Figure 1. M1 wires (run 1).
Scale bar: 20 um. Supply wires on this layer in gray.
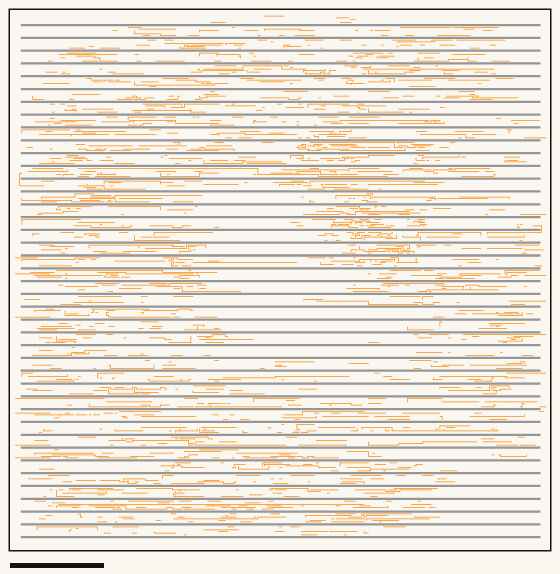
Figure 2. Signal wires on met2 (run 1).
Scale bar: 20 um.
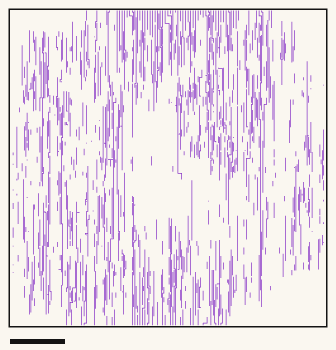
Figure 3. Metal 3 (run 1).
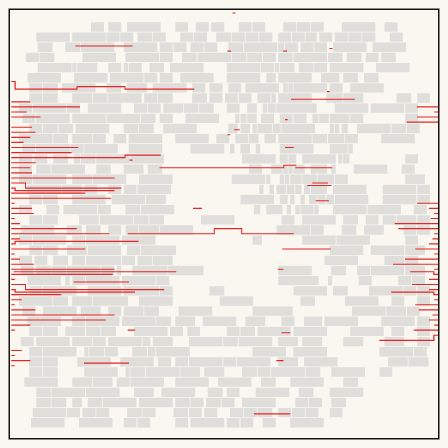
==> config.mk <==
export PLATFORM = sky130hd
export DESIGN_NAME = ifetch_unit
export DESIGN_NICKNAME = d
export VERILOG_FILES = /design/src/rtl/ifetch_pkg.sv /design/src/rtl/ifetch_unit.sv
export SDC_FILE = /design/constraint.sdc
export NUM_CORES = 1
export LEC_CHECK = 0
export ABC_CLOCK_PERIOD_IN_PS = 7000
export CORE_MARGIN = 2
export CORE_UTILIZATION = 47
export CTS_CLUSTER_SIZE = 24
export DETAILED_ROUTE_END_ITERATION = 8
export HOLD_SLACK_MARGIN = 0.1
export PLACE_DENSITY = 0.82
export SYNTH_ARGS = -nofsm -noshare
export SYNTH_HDL_FRONTEND = slang
export SYNTH_SLANG_ARGS = --single-unit
==> constraint.sdc <==
create_clock -name clk -period 7 [get_ports clk]
set_clock_uncertainty 0.1 [all_clocks]
set_input_delay 1.4 -clock clk [delete_from_list [all_inputs] [get_ports clk]]
set_output_delay 1.4 -clock clk [all_outputs]
set_load 0.02 [all_outputs]
==> reports/metrics.cfg, run 1 <==
[synth]
yosysWarnings=0
synth_cell_type_count=33
async_flop_share_pct=100
top_cells_by_area=dfrtp_1 (60%), mux2_2 (17%), mux2_4 (11%), dfstp_2 (2.7%), ha_1 (1.3%)
synth_xor_xnor_area_share_pct=0
syn_inst=359
ys_cells=359
synth_chip_area_um2=5760
ys_seq_elements=143

[setup_path]
cp_max_fo=40
reg2reg_depth=7
worstPathArrival_ns=3.68
critPathCaptureType=register

[pwr]
power_frac_seq_pct=35.8
p_comb_mw=1.61
ir_worst_vdd_v=0.000276

[placement]
dp.cells=666
postPlaceCellArea_um2=7590

[clock_network]
cts_setup_buffers=0
holdBufCountCts=0
clkSinkCount=143

[hold_path]
min_path_cells=1

[outcome]
status=complete, no violations

[sta]
finalSetupViolCount=0

[global_routing]
busiest_layer=met2
grt_max_degree=88

[cells_and_area]
nets=614

[detailed_routing]
antenna_left=0

About Figure 1:
share of all routed wire: 40%
longest straight run: 64.9 um
nets with wire on the layer: 540
grt met1 use: 23.6%
WL final: 12500 um
via count: 3528

About Figure 2:
longest straight run: 61.9 um
main direction: vertical
share of all routed wire: 49%
wire length on this layer: 6100 um
met2 Track Usage GR: 31.6%

About Figure 3:
longest straight run: 43.2 um
wire length on this layer: 1070 um
nets with wire on the layer: 91
met3 GRT Util: 8.47%

==> run 1: cells in the final DEF, fill, tap and decap left out, types with 2 or more instances in the layout <==
cell and n:
a21oi_1 2, and2_1 2, and3_1 3, buf_4 3, bufinv_16 3, clkbuf_1 7
clkbuf_16 17, clkbuf_8 3, clkdlybuf4s50_1 172, dfrtp_1 137, dfstp_2 6, ha_1 5
inv_1 6, mux2_2 87, mux2_4 41, mux2i_1 7, nand2_1 14, nand2b_1 3
nand3b_1 2, nand4_1 2, nor2_1 5, nor3b_1 2, o21ai_0 5
==> run 1: final cells by class <==
class | count | area, um^2
Tap cell | 147 | 184
Clock inverter | 5 | 103
Fill cell | 838 | 3820
Inverter | 8 | 35.0
Clock buffer | 27 | 493
Timing Repair Buffer | 175 | 1740
Sequential cell | 143 | 3590
Multi-Input combinational cell | 193 | 2050
Figure 4. Signal wires on met4 (run 1).
Scale bar: 20 um. Supply wires on this layer in gray.
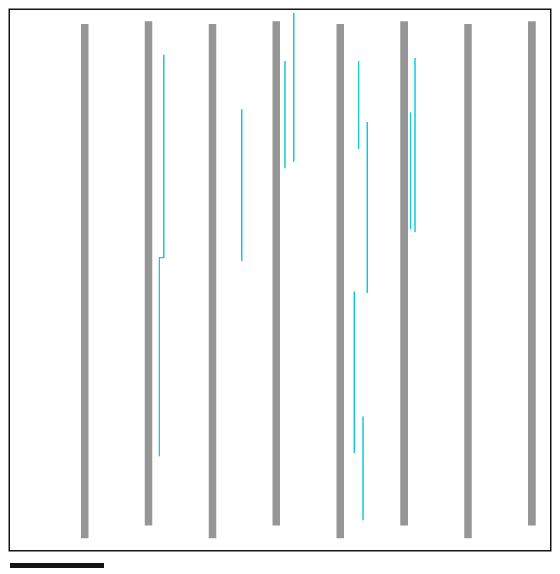

==> run 1 -> run 2 <==
ABC_CLOCK_PERIOD_IN_PS = 2800   (was 7000)
CORE_UTILIZATION = 42   (was 47)
PLACE_DENSITY = 0.77   (was 0.82)
clock period = 2.8 ns   (was 7 ns; I/O delays follow)
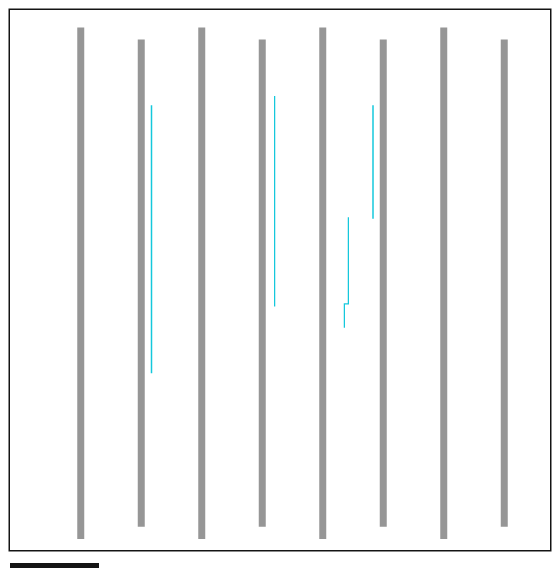
Figure 5: run 2, signal wires on met4.
Scale bar: 20 um. Supply wires on this layer in gray.
share of all routed wire: 1.2%
nets with wire on the layer: 2
longest straight run: 59.8 um
main direction: vertical
WL final: 12700 um
via count: 3571

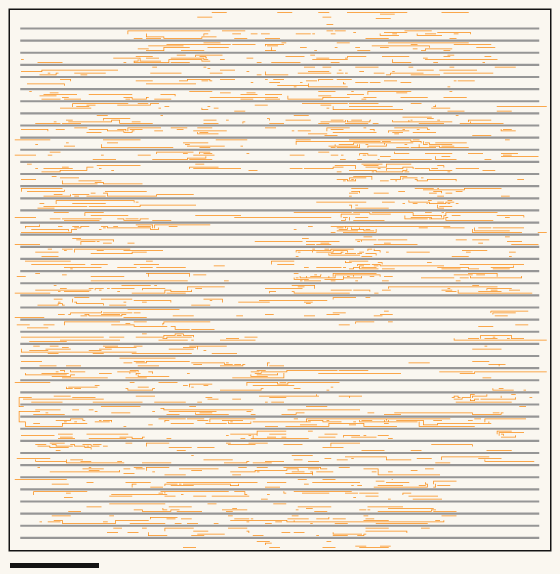
Figure 6: run 2, M1 wires.
Scale bar: 20 um. Supply wires on this layer in gray.
nets with wire on the layer: 540
wire length on this layer: 5260 um
share of all routed wire: 41%
grt met1 use: 21.8%

==> reports/metrics.cfg, run 2 <==
[outcome]
status=complete, no violations

[synth]
synth_cell_type_count=33  ; unchanged
edf_count=0
top_cells_by_area=dfrtp_1 (60%), mux2_2 (17%), mux2_4 (11%), dfstp_2 (2.7%), ha_1 (1.3%)
yosysWarnings=0  ; unchanged
ys_seq_share_pct=62.3
ys_seq_elements=143  ; unchanged
async_flop_share_pct=100  ; unchanged
syn_inst=359  ; unchanged

[placement]
port_buffers=172
dp.cells=701  ; +5.3%
postPlaceCellArea_um2=7720  ; +1.7%

[detailed_routing]
vias_per_cell=4.87
antenna_left=0  ; unchanged

[pwr]
pg_seq_mw=3.51
switching_share_pct=32.9
p_comb_mw=4.06  ; +150%
power_frac_seq_pct=36.4  ; +0.6 points
ir_worst_vdd_v=0.000595  ; +120%

[cells_and_area]
nets=620  ; +0.98%
fin_area_um2=8270
lay_top_count=clkdlybuf4s50_1
final_cell_mix=clkdlybuf4s50_1 (172), dfrtp_1 (137), mux2_2 (87), mux2_4 (41), clkbuf_16 (17)
drive_gt1_share_pct=32.0

[sta]
relSlewSlack_pct=57.9
rsz0062_at_grt=no
finalSetupViolCount=0  ; unchanged

[hold_path]
min_path_cells=1  ; unchanged

[setup_path]
worstPathArrival_ns=2.44  ; -1.24 ns
reg2reg_depth=6  ; -1
critPathCaptureType=register

[clock_network]
clkSinkCount=143  ; unchanged
cts_setup_buffers=0  ; unchanged

[global_routing]
grt_max_degree=52  ; -41%
busiest_layer=met2
use_met3_pct=6.86  ; -1.6 points

[floorplan]
chipArea_um2=14700

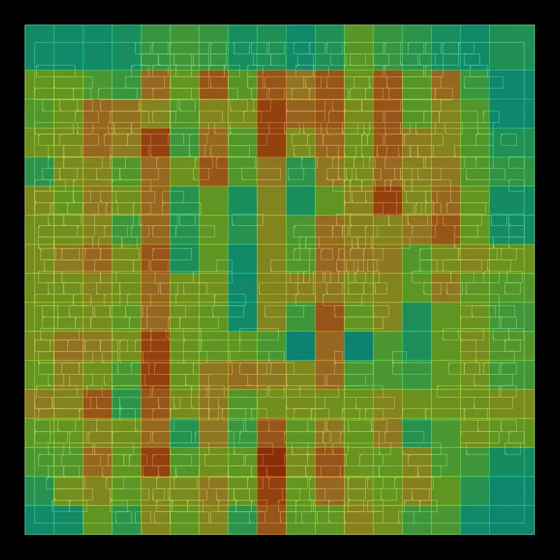
Figure 7: run 2, routing congestion map.
routed wire length per instance: 17.3 um
Total Routing Usage GR: 18.3%
met2 Track Usage GR: 30.2%
post-layout util: 62.2%

## run 2: cell counts after synthesis
Identical to the previous run, type by type.
## run 2: cell type report
class	instances	area [um^2]
fill	977	5030
sequential	143	3590
multi-input combinational	193	2050
timing repair buffer	181	1840
clock buffer	22	454
tap	176	220
clock inverter	10	90.1
inverter	8	33.8
## run 2: logic make-up (layout without fill, tap and decap cells)
logic type,after synthesis,count (layout),synth area share [%]
compound gates,14,14,1.56
flops,143,143,62.3
fa+ha+maj,6,6,1.30
mux,135,135,28.9
simple gates,38,38,3.69
buf+inv,23,221,2.28
